### Placed cells, one colour a class, run 1

Bar = 20 um.
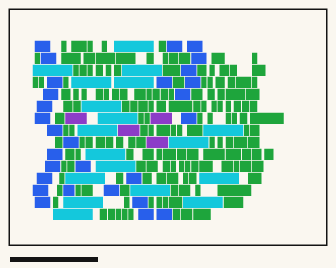
### Sizing map, run 1

Bar = 20 um.
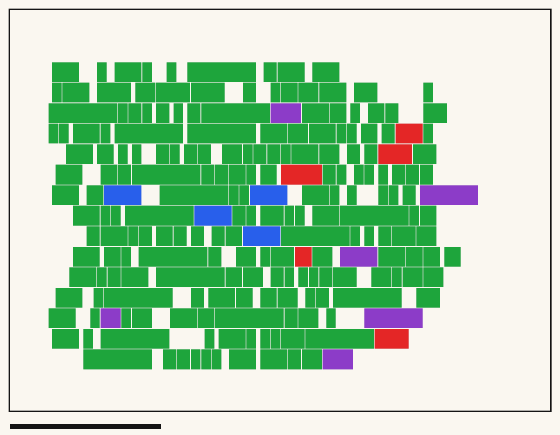
### Sequential cells grouped by signal name, run 1

Bar = 20 um. Other cells in grey.
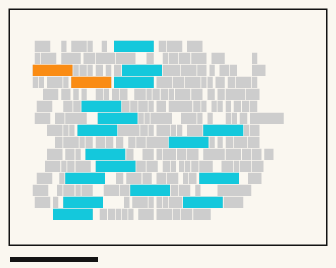
### Gate families picked out, run 1

Bar = 20 um.
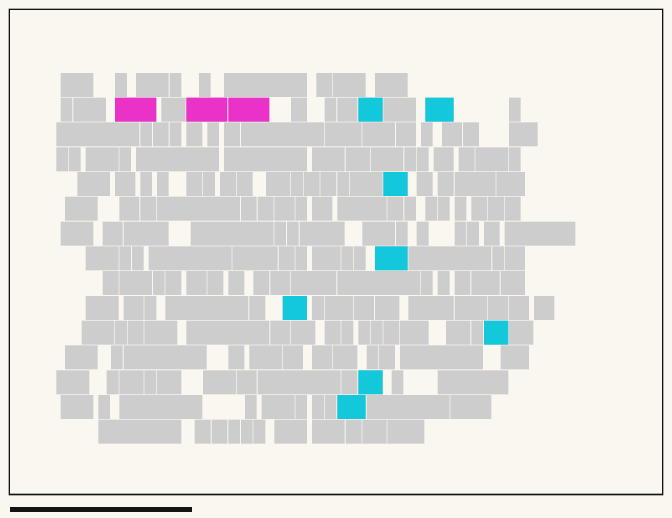
## src/rtl/cam_pkg.sv

```systemverilog
// Shared types and sizing for the CAM match resolver: state encoding,
// output beat layout and default geometry.
package cam_pkg;

  localparam int CAM_ENTRIES = 16;
  localparam int CAM_ADDR_W  = 4;

  typedef enum logic [1:0] {
    IDLE = 2'd0,
    EMIT = 2'd1,
    MISS = 2'd2
  } cam_res_state_t;

  typedef struct packed {
    logic [CAM_ADDR_W-1:0] addr;
    logic                  miss;
    logic                  last;
  } cam_res_beat_t;

endpackage

```

## src/rtl/cam_match_resolver_if.sv

```systemverilog
// Match-vector input channel and encoded-address output channel of the resolver.
// master = CAM/consumer side, slave = resolver side.
interface cam_match_resolver_if
  import cam_pkg::*;
#(
  parameter int ENTRIES = CAM_ENTRIES,
  parameter int ADDR_W  = CAM_ADDR_W
);

  logic               match_valid;
  logic               match_ready;
  logic [ENTRIES-1:0] match_vec;
  logic               out_valid;
  logic               out_ready;
  logic [ADDR_W-1:0]  out_addr;
  logic               out_miss;
  logic               out_last;
  logic [ADDR_W:0]    hit_count;

  modport master (
    output match_valid, match_vec, out_ready,
    input  match_ready, out_valid, out_addr, out_miss, out_last, hit_count
  );

  modport slave (
    input  match_valid, match_vec, out_ready,
    output match_ready, out_valid, out_addr, out_miss, out_last, hit_count
  );

endinterface

```

## src/rtl/cam_prio_enc.sv

```systemverilog
// Lowest-set-bit priority encoder with any-set and exactly-one-set flags.
module cam_prio_enc #(
  parameter int ENTRIES = 16,
  parameter int ADDR_W  = 4
) (
  input  logic [ENTRIES-1:0] vec,
  output logic [ADDR_W-1:0]  idx,
  output logic               any,
  output logic               one
);

  // NOTE: idx gets a default before the loop so no path leaves it unassigned
  // (which would infer a latch).
  always_comb begin
    idx = '0;
    for (int i = ENTRIES - 1; i >= 0; i--) begin
      if (vec[i]) idx = ADDR_W'(i);
    end
  end

  assign any = |vec;
  // Clearing the lowest set bit leaves zero only for a one-hot vector.
  assign one = any && ((vec & (vec - ENTRIES'(1))) == '0);

endmodule

```

## src/rtl/cam_match_resolver.sv

```systemverilog
// Drains a captured CAM match vector as encoded addresses, lowest first;
// an empty vector yields one miss beat. Define CAM_RESOLVER_HIT_COUNT_EN for hit_count.
module cam_match_resolver
  import cam_pkg::*;
#(
  parameter int ENTRIES = CAM_ENTRIES,
  parameter int ADDR_W  = CAM_ADDR_W
) (
  input  logic                 clk,
  input  logic                 rst,
  cam_match_resolver_if.slave  bus
);

  localparam int CNT_W = ADDR_W + 1;

  cam_res_state_t     state_q, state_d;
  logic [ENTRIES-1:0] pend_q, pend_d;
  cam_res_beat_t      beat;
  logic [ADDR_W-1:0]  enc_idx;
  logic               enc_any;
  logic               enc_one;
  logic               accept;

  cam_prio_enc #(.ENTRIES(ENTRIES), .ADDR_W(ADDR_W)) u_enc (
    .vec (pend_q),
    .idx (enc_idx),
    .any (enc_any),
    .one (enc_one)
  );

  assign accept = (state_q == IDLE) && bus.match_valid;

  // NOTE: registered state uses non-blocking assignments so every flop samples
  // pre-edge values regardless of process evaluation order.
  always_ff @(posedge clk or posedge rst) begin
    if (rst) begin
      state_q <= IDLE;
      pend_q  <= '0;
    end else begin
      state_q <= state_d;
      pend_q  <= pend_d;
    end
  end

  always_comb begin
    state_d         = state_q;
    pend_d          = pend_q;
    beat            = '0;
    bus.match_ready = 1'b0;
    bus.out_valid   = 1'b0;
    unique case (state_q)
      IDLE: begin
        bus.match_ready = 1'b1;
        if (accept) begin
          pend_d  = bus.match_vec;
          state_d = (|bus.match_vec) ? EMIT : MISS;
        end
      end
      EMIT: begin
        bus.out_valid = 1'b1;
        beat.addr     = enc_idx;
        beat.last     = enc_one;
        if (bus.out_ready) begin
          pend_d = pend_q & ~(ENTRIES'(1) << enc_idx);
          if (enc_one || !enc_any) state_d = IDLE;
        end
      end
      MISS: begin
        bus.out_valid = 1'b1;
        beat.miss     = 1'b1;
        beat.last     = 1'b1;
        if (bus.out_ready) state_d = IDLE;
      end
      default: state_d = IDLE;
    endcase
  end

  assign bus.out_addr = beat.addr;
  assign bus.out_miss = beat.miss;
  assign bus.out_last = beat.last;

`ifdef CAM_RESOLVER_HIT_COUNT_EN
  logic [CNT_W-1:0] hit_q, hit_d;

  always_comb begin
    hit_d = hit_q;
    if (accept) begin
      hit_d = '0;
      for (int i = 0; i < ENTRIES; i++) hit_d = hit_d + CNT_W'(bus.match_vec[i]);
    end else if (state_d == IDLE) begin
      hit_d = '0;
    end
  end

  always_ff @(posedge clk or posedge rst) begin
    if (rst) hit_q <= '0;
    else     hit_q <= hit_d;
  end

  assign bus.hit_count = hit_q;
`else
  assign bus.hit_count = CNT_W'(0);
`endif

endmodule

```

## src/flat_wrapper.sv

```systemverilog
// flat-port wrapper written by rule: the top's interface ports become plain ports
module cam_match_resolver_flat import cam_pkg::*;
#(
  parameter int ENTRIES = CAM_ENTRIES,
  parameter int ADDR_W  = CAM_ADDR_W
)
  (clk, rst, bus_match_valid, bus_match_vec, bus_out_ready, bus_match_ready, bus_out_valid, bus_out_addr, bus_out_miss, bus_out_last, bus_hit_count);
  cam_match_resolver_if #(.ENTRIES(ENTRIES), .ADDR_W(ADDR_W)) bus_i ();
  input  logic clk;
  input  logic rst;
  input wire logic [$bits(bus_i.match_valid)-1:0] bus_match_valid;
  input wire logic [$bits(bus_i.match_vec)-1:0] bus_match_vec;
  input wire logic [$bits(bus_i.out_ready)-1:0] bus_out_ready;
  output wire logic [$bits(bus_i.match_ready)-1:0] bus_match_ready;
  output wire logic [$bits(bus_i.out_valid)-1:0] bus_out_valid;
  output wire logic [$bits(bus_i.out_addr)-1:0] bus_out_addr;
  output wire logic [$bits(bus_i.out_miss)-1:0] bus_out_miss;
  output wire logic [$bits(bus_i.out_last)-1:0] bus_out_last;
  output wire logic [$bits(bus_i.hit_count)-1:0] bus_hit_count;
  assign bus_i.match_valid = bus_match_valid;
  assign bus_i.match_vec = bus_match_vec;
  assign bus_i.out_ready = bus_out_ready;
  assign bus_match_ready = bus_i.match_ready;
  assign bus_out_valid = bus_i.out_valid;
  assign bus_out_addr = bus_i.out_addr;
  assign bus_out_miss = bus_i.out_miss;
  assign bus_out_last = bus_i.out_last;
  assign bus_hit_count = bus_i.hit_count;
  cam_match_resolver #(.ENTRIES(ENTRIES), .ADDR_W(ADDR_W)) u_core (.clk(clk), .rst(rst), .bus(bus_i));
endmodule
```

## config.mk

```make
export PLATFORM = sky130hd
export DESIGN_NAME = cam_match_resolver_flat
export DESIGN_NICKNAME = d
export VERILOG_FILES = /design/src/rtl/cam_pkg.sv /design/src/rtl/cam_match_resolver_if.sv /design/src/rtl/cam_prio_enc.sv /design/src/rtl/cam_match_resolver.sv /design/src/flat_wrapper.sv
export SDC_FILE = /design/constraint.sdc
export NUM_CORES = 1
export LEC_CHECK = 0
export CORE_ASPECT_RATIO = 0.7
export CORE_MARGIN = 5
export CORE_UTILIZATION = 56
export CTS_BUF_LIST = sky130_fd_sc_hd__clkbuf_4 sky130_fd_sc_hd__clkbuf_8
export CTS_CLUSTER_SIZE = 24
export DETAILED_ROUTE_END_ITERATION = 12
export PLACE_DENSITY = 0.88
export SYNTH_ARGS = -nofsm -noshare
export SYNTH_HDL_FRONTEND = slang
export SYNTH_SLANG_ARGS = --single-unit
export TNS_END_PERCENT = 30
```

## constraint.sdc

```tcl
create_clock -name clk -period 4.15 [get_ports clk]
set_clock_uncertainty 0.05 [all_clocks]
set_input_delay 0.6225 -clock clk [delete_from_list [all_inputs] [get_ports clk]]
set_output_delay 0.6225 -clock clk [all_outputs]
set_load 0.02 [all_outputs]
```

==> impl_metrics.csv, run 1 <==
group,metric,value,unit
status,status,"complete, no violations",
clock_network,cts_hold_buf,0,
cells_and_area,layout.cells.most_common_list,"29 x nand2_1, 27 x clkdlybuf4s50_1, 22 x o21ai_0",
global_routing,track_usage,0.271,
synthesis,ys_ff,18,
synthesis,yosys_warnings,0,
hold_path,hold_depth,2,
synthesis,async_flop_share,1.00,
clock_network,clock_path_buffers,2,
pwr,power_combinational,0.901,mW
clock_network,cts_num_sinks,18,
cells_and_area,logic_gates,153,
clock_network,cts_root_buffer,"clkbuf_8",
synthesis,synth.distinct_cells,50,
synthesis,ys_cells,192,
job,drv_cap,0,
hold_path,worst_hold_path.endpoint,"u_core.state_q[1]$_DFFE_PP0P_",
worst_setup_path,crit_type,"reg2out",
worst_setup_path,cp_cell_sequence,"nor4_2, nand4_1, a211oi_2, nand3_1, nor2_1, o21a_1, clkdlybuf4s50_1",
clock_network,clock_latency,0.26,ns
cells_and_area,comb_area,921,um^2
final_timing,worst_pin_slew,0.933,ns
pwr,p_clk,0.148,mW
final_timing,maxSlewHeadroom,0.375,
placement,routabilityCongestion,0.890,
drt,met2WireLength,2250,um
global_routing,grt_overflow,0,
synthesis,topCombFamilyByArea,"simple AND/OR/NAND/NOR gates",
placement,hpwlAfterDp,3470,um
worst_setup_path,cp_slowest_cell,"clkdlybuf4s50_1",
final_timing,period_minus_slack,3.40,ns
floorplanning,nWellTaps,34,
cells_and_area,largest-register,"u_core.pend_q",
placement,port_buffers,27,
floorplanning,dieWidth,71.6,um
floorplanning,rows,15,
floorplanning,initial_core_util,0.595,
final_timing,holdWs,0.543,ns
worst_setup_path,worstPathArrival,2.73,ns
synthesis,ys_sh_simple,0.311,
floorplanning,core_area,2500,um^2
cells_and_area,buffers_excl_clock,28,
global_routing,antenna_found_initial,0,
worst_setup_path,cp-endpoint,"bus_out_last",
clock_network,clk_pin_slew_worst_paths,0.08,ns
job,warnings,28,
synthesis,compound_area_frac,0.263,
worst_setup_path,critPathTopFamily,"simple AND/OR/NAND/NOR gates",
cells_and_area,dominant_cells,"multi-input combinational cells",
worst_setup_path,rrSetupSlack,1.41,ns
worst_setup_path,crit_cells,7,
drt,antenna_left,0,
synthesis,top_cell_area_share,0.303,
pwr,powerSeq,0.463,mW
worst_setup_path,critPathBufInv,1,
cells_and_area,final_util,0.712,
final_timing,fmax,0.294,GHz
pwr,power_density,851,nW/um^2
floorplanning,die_h,53.1,um
synthesis,synthCells,192,
pwr,swShare,0.531,
cells_and_area,drive_gt1_frac,0.0711,
cells_and_area,ff_count,18,
pwr,power.switching,0.803,mW
synthesis,ys_sh_xor,0,
pwr,seqPwrFrac,0.306,
pwr,pwr-share-clk,0.098,
synthesis,yosysMostFrequentCell,"nand2_1",
final_timing,final-hold-violation-count,0,
placement,preCtsSetupSlack,1.08,ns
synthesis,yosys_most_used_dff,"dfrtp_1",
About 'Placed cells, one colour a class':
colour	class	cells	share of their area
green	combinational and other logic	161	55%
purple	clock drivers and dummy loads	4	3.2%
cyan	sequential cells	18	26%
blue	remaining buffers and delay cells	28	16%

About 'Sizing map':
colour	size	cells
purple	_3 and _4 cells	6
green	_0 and _1 cells	196
blue	_6 and larger	4
red	_2 cells	5

About 'Sequential cells grouped by signal name':
colour	signal	flops
cyan	`u_core.pend_q`	16
orange	`u_core.state_q`	2

About 'Gate families picked out':
colour	family	cells	most used
magenta	fa/ha/maj cells	3	ha_1
cyan	non-inverting ao/oa cells	8	a21o_1
Comb/total area: 0.518
Non-Filler Instances: 245

==> run 2, diff against run 1 <==
--- a/config.mk
+++ b/config.mk
@@ -7,11 +7,11 @@
 export LEC_CHECK = 0
 export CORE_ASPECT_RATIO = 0.7
 export CORE_MARGIN = 5
-export CORE_UTILIZATION = 56
+export CORE_UTILIZATION = 52
 export CTS_BUF_LIST = sky130_fd_sc_hd__clkbuf_4 sky130_fd_sc_hd__clkbuf_8
 export CTS_CLUSTER_SIZE = 24
 export DETAILED_ROUTE_END_ITERATION = 12
-export PLACE_DENSITY = 0.88
+export PLACE_DENSITY = 0.83
 export SYNTH_ARGS = -nofsm -noshare
 export SYNTH_HDL_FRONTEND = slang
 export SYNTH_SLANG_ARGS = --single-unit
==> constraint.sdc (replaced) <==
create_clock -name clk -period 3.3 [get_ports clk]
set_clock_uncertainty 0.05 [all_clocks]
set_input_delay 0.495 -clock clk [delete_from_list [all_inputs] [get_ports clk]]
set_output_delay 0.495 -clock clk [all_outputs]
set_load 0.02 [all_outputs]
### Track usage over the die, run 2

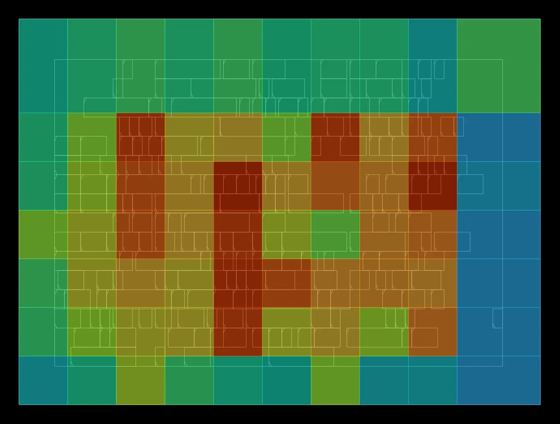
GR peak layer: met2
Final Util: 0.656
met2 usage in global routing: 0.357
met3 GRT Util: 0.0495
Total GRT Usage: 0.221

### Gate families picked out, run 2

Bar = 20 um.
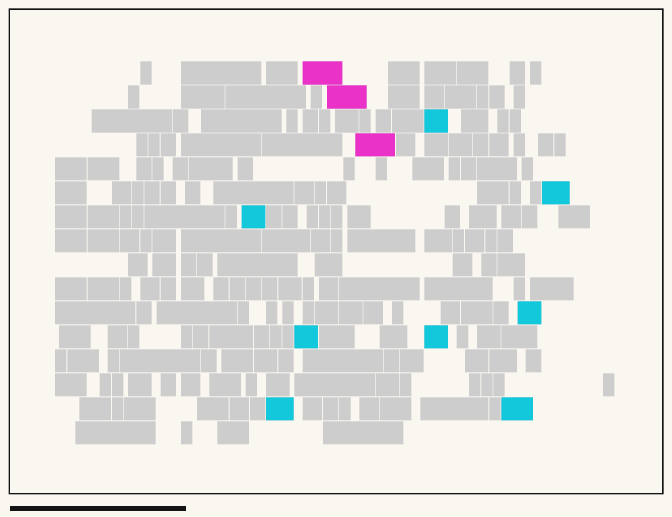
colour	family	cells	most used
cyan	non-inverting ao/oa cells	8	a21o_1
magenta	fa/ha/maj cells	3	ha_1

### Sequential cells grouped by signal name, run 2

Bar = 20 um. Other cells in grey.
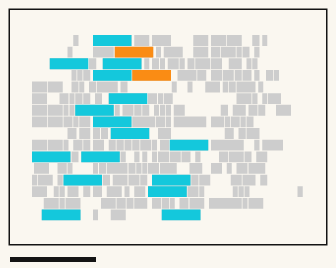
colour	signal	flops
orange	`u_core.state_q`	2
cyan	`u_core.pend_q`	16

==> impl_metrics.csv, run 2 <==
group,metric,value,unit
final_timing,worst_pin_slew,0.677,ns
drt,antenna_left,0,
cells_and_area,comb_area,930,um^2
final_timing,period_minus_slack,3.14,ns
worst_setup_path,critPathTopFamily,"simple AND/OR/NAND/NOR gates",
floorplanning,nWellTaps,36,
clock_network,clock_latency,0.25,ns
synthesis,synthCells,192,
global_routing,grt_overflow,0,
status,status,"complete, no violations",
job,warnings,28,
cells_and_area,sh_comb_area,0.513,
global_routing,antenna_found_initial,0,
pwr,seqPwrFrac,0.305,
hold_path,hold_depth,2,
pwr,swShare,0.517,
cells_and_area,drive_gt1_frac,0.0884,
placement,preCtsSetupSlack,0.411,ns
floorplanning,core_area,2760,um^2
final_timing,fmax,0.318,GHz
job,drv_cap,0,
drt,met2WireLength,1910,um
synthesis,compound_area_frac,0.263,
pwr,pwr-share-clk,0.079,
cells_and_area,largest-register,"u_core.pend_q",
cells_and_area,layout.cells.most_common_list,"29 x nand2_1, 27 x clkdlybuf4s50_1, 22 x o21ai_0",
cells_and_area,fin_cells,251,
synthesis,ys_ff,18,
cells_and_area,logic_gates,153,
clock_network,cts_num_sinks,18,
final_timing,maxSlewHeadroom,0.548,
worst_setup_path,cp-endpoint,"bus_out_last",
cells_and_area,buffers_excl_clock,33,
synthesis,topCombFamilyByArea,"simple AND/OR/NAND/NOR gates",
worst_setup_path,critPathBufInv,1,
clock_network,cts_hold_buf,0,
synthesis,synth.distinct_cells,50,
synthesis,yosys_most_used_dff,"dfrtp_1",
clock_network,clock_path_buffers,2,
worst_setup_path,worstPathArrival,2.59,ns
synthesis,yosysMostFrequentCell,"nand2_1",
worst_setup_path,crit_cells,7,
cells_and_area,ff_count,18,
worst_setup_path,rrSetupSlack,1.01,ns
placement,port_buffers,27,
worst_setup_path,cp_slowest_cell,"clkdlybuf4s50_1",
final_timing,final-hold-violation-count,0,
Power is estimated from default activity; no workload was simulated.
